<file path="config.mk">
export PLATFORM = sky130hd
export DESIGN_NAME = seg_scan_6
export DESIGN_NICKNAME = d
export VERILOG_FILES = /design/src/rtl/seg_scan_6.sv
export SDC_FILE = /design/constraint.sdc
export NUM_CORES = 1
export LEC_CHECK = 0
export ABC_AREA = 1
export CAP_MARGIN = 10
export CELL_PAD_IN_SITES_DETAIL_PLACEMENT = 1
export CELL_PAD_IN_SITES_GLOBAL_PLACEMENT = 2
export CORE_MARGIN = 2
export CORE_UTILIZATION = 25
export CTS_CLUSTER_SIZE = 20
export DETAILED_ROUTE_END_ITERATION = 8
export PLACE_DENSITY_LB_ADDON = 0.12
export SLEW_MARGIN = 25
export SYNTH_ARGS = -nofsm -noshare
export SYNTH_HDL_FRONTEND = slang
export SYNTH_SLANG_ARGS = --single-unit
</file>
<file path="constraint.sdc">
create_clock -name clk -period 4.9 [get_ports clk]
set_input_delay 0.49 -clock clk [delete_from_list [all_inputs] [get_ports clk]]
set_output_delay 0.49 -clock clk [all_outputs]
set_load 0.02 [all_outputs]
</file>
<file path="src/rtl/seg_scan_6.sv">
// seg_scan_6: six-digit multiplexed 7-segment scanner.
// A prescaler divides clk into digit slots. Each slot begins with BLANK
// cycles of all digits off, to hide ghosting, and then lights one digit.
// The inputs are copied into a snapshot once per frame, so a frame never
// shows a mix of old and new values.
// Leading-zero suppression is available. All display outputs are
// registered and active-low.
// Optional build macro SEG_SCAN_HEX_EN: codes 10-15 are shown as A b C d E F.
// Without the macro these codes are blanked.
// Handshake note: there is no handshake. Inputs are sampled freely at each
// snapshot, and frame_tick marks the first cycle after a snapshot.
module seg_scan_6 #(
    parameter int CLK_DIV = 50000,
    parameter int BLANK   = 500
) (
    input  logic        clk,
    input  logic        reset,
    input  logic [23:0] digits,
    input  logic [5:0]  dp_in,
    input  logic        lz_en,
    output logic [6:0]  seg_out,
    output logic        dp_out,
    output logic [5:0]  dig_sel,
    output logic        frame_tick
);

    localparam int            PW       = $clog2(CLK_DIV);
    localparam logic [PW-1:0] PRE_LAST = PW'(CLK_DIV - 1);
    localparam logic [PW-1:0] PRE_BLNK = PW'(BLANK);
    localparam logic [PW-1:0] PRE_ONE  = PW'(1);

    // Scan state
    logic [PW-1:0] presc;
    logic [2:0]    idx;
    logic          load_pend;   // set by reset: the first edge loads the snapshot

    // Frame snapshot
    logic [23:0]   snap_digits;
    logic [5:0]    snap_dp;
    logic          snap_lz;

    // Next-state and next-output signals
    logic [PW-1:0] presc_nxt;
    logic [2:0]    idx_nxt;
    logic          slot_end;
    logic          capture;
    logic [6:0]    seg_nxt;
    logic          dp_nxt;
    logic [5:0]    dig_nxt;

    // Decode helpers
    logic [5:0]    nz;          // snapshot digit i is non-zero
    logic [5:1]    zero_up;     // snapshot digits i..5 are all zero
    logic [3:0]    code;
    logic          dp_req;
    logic          supp;
    logic          blank_slot;

    // BCD/hex code to active-low segments {g,f,e,d,c,b,a}
    function automatic logic [6:0] decode(input logic [3:0] c);
        logic [6:0] s;
        case (c)
            4'd0:    s = 7'h40;
            4'd1:    s = 7'h79;
            4'd2:    s = 7'h24;
            4'd3:    s = 7'h30;
            4'd4:    s = 7'h19;
            4'd5:    s = 7'h12;
            4'd6:    s = 7'h02;
            4'd7:    s = 7'h78;
            4'd8:    s = 7'h00;
            4'd9:    s = 7'h10;
`ifdef SEG_SCAN_HEX_EN
            4'd10:   s = 7'h08;
            4'd11:   s = 7'h03;
            4'd12:   s = 7'h46;
            4'd13:   s = 7'h21;
            4'd14:   s = 7'h06;
            4'd15:   s = 7'h0E;
`endif
            default: s = 7'h7F;
        endcase
        return s;
    endfunction

    // Prescaler, scan index and snapshot capture conditions
    always_comb begin
        slot_end  = (presc == PRE_LAST);
        capture   = load_pend | (slot_end & (idx == 3'd5));
        presc_nxt = presc + PRE_ONE;
        idx_nxt   = idx;
        if (load_pend || slot_end) begin
            presc_nxt = '0;
        end
        if (load_pend || idx > 3'd5) begin
            idx_nxt = 3'd0;             // unreachable 6/7 recover to slot 0
        end else if (slot_end) begin
            idx_nxt = (idx == 3'd5) ? 3'd0 : idx + 3'd1;
        end
    end

    // Leading-zero flags derived from the snapshot
    always_comb begin
        nz = '0;
        for (int i = 0; i < 6; i++) begin
            nz[i] = |snap_digits[i*4 +: 4];
        end
        zero_up[5] = ~nz[5];
        for (int i = 4; i >= 1; i--) begin
            zero_up[i] = zero_up[i+1] & ~nz[i];
        end
    end

    // Select the current digit from the snapshot and form the next outputs
    always_comb begin
        code   = 4'h0;
        dp_req = 1'b0;
        supp   = 1'b0;
        case (idx)
            3'd0: begin code = snap_digits[3:0];   dp_req = snap_dp[0]; supp = 1'b0; end
            3'd1: begin code = snap_digits[7:4];   dp_req = snap_dp[1]; supp = snap_lz & zero_up[1]; end
            3'd2: begin code = snap_digits[11:8];  dp_req = snap_dp[2]; supp = snap_lz & zero_up[2]; end
            3'd3: begin code = snap_digits[15:12]; dp_req = snap_dp[3]; supp = snap_lz & zero_up[3]; end
            3'd4: begin code = snap_digits[19:16]; dp_req = snap_dp[4]; supp = snap_lz & zero_up[4]; end
            3'd5: begin code = snap_digits[23:20]; dp_req = snap_dp[5]; supp = snap_lz & zero_up[5]; end
            default: begin code = 4'h0; dp_req = 1'b0; supp = 1'b1; end
        endcase

        blank_slot = (presc < PRE_BLNK) || (idx > 3'd5);
        seg_nxt    = 7'h7F;
        dp_nxt     = 1'b1;
        dig_nxt    = 6'h3F;
        if (!blank_slot) begin
            // A suppressed digit keeps its enable; only segments and dp go dark
            dig_nxt = ~(6'b000001 << idx);
            if (!supp) begin
                seg_nxt = decode(code);
                dp_nxt  = ~dp_req;
            end
        end
    end

    // Scan counters, snapshot and start-up load flag
    always_ff @(posedge clk or posedge reset) begin
        if (reset) begin
            presc       <= '0;
            idx         <= 3'd0;
            load_pend   <= 1'b1;
            snap_digits <= '0;
            snap_dp     <= '0;
            snap_lz     <= 1'b0;
        end else begin
            presc     <= presc_nxt;
            idx       <= idx_nxt;
            load_pend <= 1'b0;
            if (capture) begin
                snap_digits <= digits;
                snap_dp     <= dp_in;
                snap_lz     <= lz_en;
            end
        end
    end

    // Registered display outputs and frame pulse
    always_ff @(posedge clk or posedge reset) begin
        if (reset) begin
            seg_out    <= 7'h7F;
            dp_out     <= 1'b1;
            dig_sel    <= 6'h3F;
            frame_tick <= 1'b0;
        end else begin
            seg_out    <= seg_nxt;
            dp_out     <= dp_nxt;
            dig_sel    <= dig_nxt;
            frame_tick <= capture;
        end
    end

endmodule

</file>
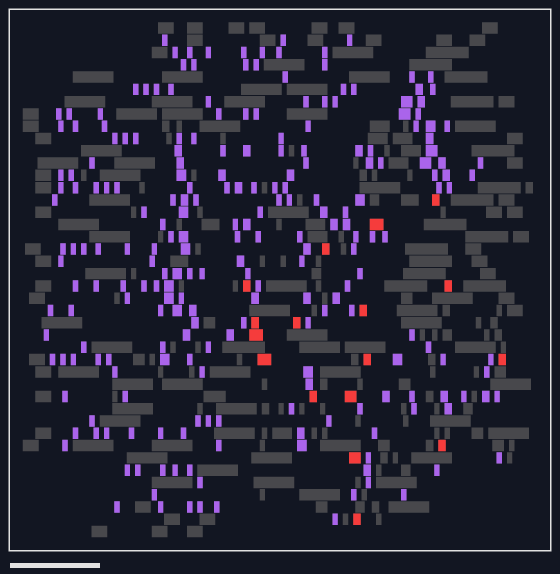
gate_families.png
The bar under the picture is 20 um long.
legend:
  red:
    family: inverting AOI/OAI gates
    cells: 17
  purple:
    family: NAND gates
    cells: 231
    where: widely spread

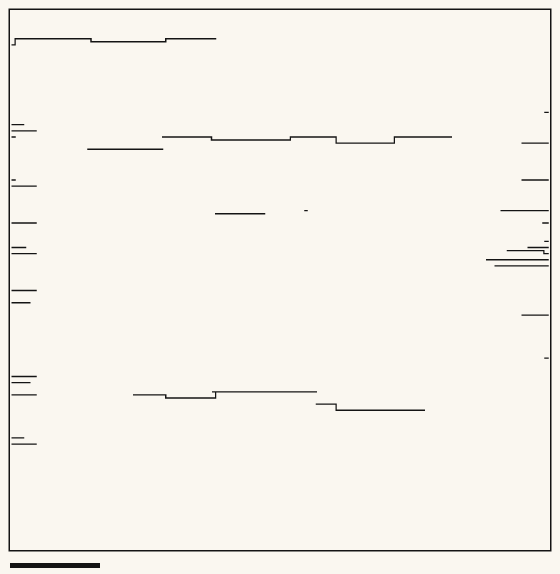
met3.png
The bar under the picture is 20 um long.
main direction: horizontal
share of all routed wire: 3.7%

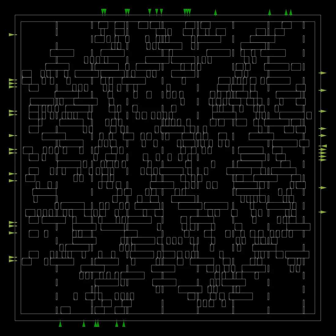
final_placement.png
Util after Layout: 0.323
Cell Rows: 42
Final Non-Filler Cells: 661

==> CHANGELOG.md <==
## Flow update

- Status: finished clean
- Ys flops: between 60 and 70
- Slew @ Worst Pin: 0.740 ns
- DIE HEIGHT: approximately 120 um
- Layout cells sized above 1: 0.105
- Internal Power: 1030 uW
- Worst r2r src: idx[2]
- Finish-stage setup viols: 0
- Dominant combinational family: simple AND/OR/NAND/NOR gates
- GRT Residual Overflow: 0
- Crit path buf inv count: 3
- Syn Nets: 471
- Max FO, Critical Path: 15
- Initial DRC count: around 100
- Leakage power total: 0.00200 uW
- Final worst-path cycle share: 0.509
- Setup ws final: roughly 2.4 ns
- RSZ-0062 raised after global routing: false
- IO Port Bufs: between 40 and 50
- Worst Setup EP: seg_out[3]
- Final slew viol count: 0
- Hold EP: snap_digits[3]
- Synth cell count leaders: nand2_1 (179), dfrtp_1 (51), nor2_1 (37)
- Multiplexer share of the synthesized area: 0
- Dpl hpwl: 6940 um
- DRC: 0
- Worst-path cell chain: inv_2, ha_1, nand2_1, nand2_1, inv_1, nand2_1, nand2_1, inv_1, ha_1, nand3b_1, nand3_1, nand2_1
- Post-DP Area: about 4000 um2
- Req. time, crit path: around 5.2 ns
- M1 WL: 4490 um
- Seq pwr share: 0.428
- GR Layer Usage met3: 0.0518
- Worst r2r path cells: 12
- Register area share after synthesis: 0.500
- Max-capacitance violation count: 0
- Mapped Cells: about 430
- P_seq: approximately 620 uW
- Worst hold slack: slightly below 0.5 ns
- Metal3 WL: between 300 and 400 um
- Post-synthesis cell area: around 3300 um2
- Crit path from: idx[2]
- Critical Path Stages: 12
- Count leader, synth: nand2_1
- Hold_sp: snap_digits[3]
- Post-synth tally of flip-flops with integrated enable: 0
- Yosys top cell by area: dfrtp_1
- Final Hold Violating Endpoints: 0
- Core Area: between 10000 and 15000 um2
- Post-Synth XOR/XNOR Area: 0
- Final Net Count: between 500 and 600
- Final Cell Area: 4250 um2
- Global placer's final weighted congestion: approximately 0.8
- Num CTS Buffers: 9
- Combinational power: between 200 and 300 uW
- Part of the power in the clock network: 0.399
- Htree depth: 3
- R2R Setup Slk: between 2 and 2.5 ns
- Max stage delay on crit path: a little over 0.7 ns
- Most instantiated logic cells after routing: nand2_1 (179), dfrtp_1 (51), clkdlybuf4s50_1 (47), nor2_1 (37), nand3_1 (34)
- HP Class: reg -> reg
- CTS Sinks: around 66
- CP Launch Type: register
- Number of distinct library cells after synthesis: 29
- Met2 usage: 0.226
- Initial antenna violation count: 0
- Top cell by count, worst path: nand2_1
- Final min period: between 2 and 2.5 ns
- FFs w/ async S/R, synth: 1.00
- Largest net degree at the start of global routing: approximately 43
- Syn_area_per_cell: ~7.8 um2
- Number of cells in Yosys stat: 430
- Root Driver: clkbuf_16
- Element type at the critical path end: register
-- metrics by stage --
stage / power [uW] / util
global placement: 890 / 0.303
finish: 1460 / 0.323
global route: 1560 / 0.323
floorplan: 802 / -
CTS: 1490 / 0.323
detailed placement: 894 / 0.303
-- state kept, by name, summed over array words and instances, names as in the netlist --
signal / count
frame_tick: 1
snap_lz: 1
dig_sel: 6
dp_out: 1
idx: 3
load_pend: 1
seg_out: 7
snap_dp: 6
snap_digits: 24
presc: 16
-- cell type report --
type | count | area (um2)
clock buffer | 13 | 250
inverter | 34 | 129
multi-input combinational | 319 | 1470
fill | 1620 | 8890
tap | 176 | 220
sequential | 66 | 1670
timing repair buffer | 50 | 493
clock inverter | 3 | 15.0
Power and IR drop assume default switching activity.
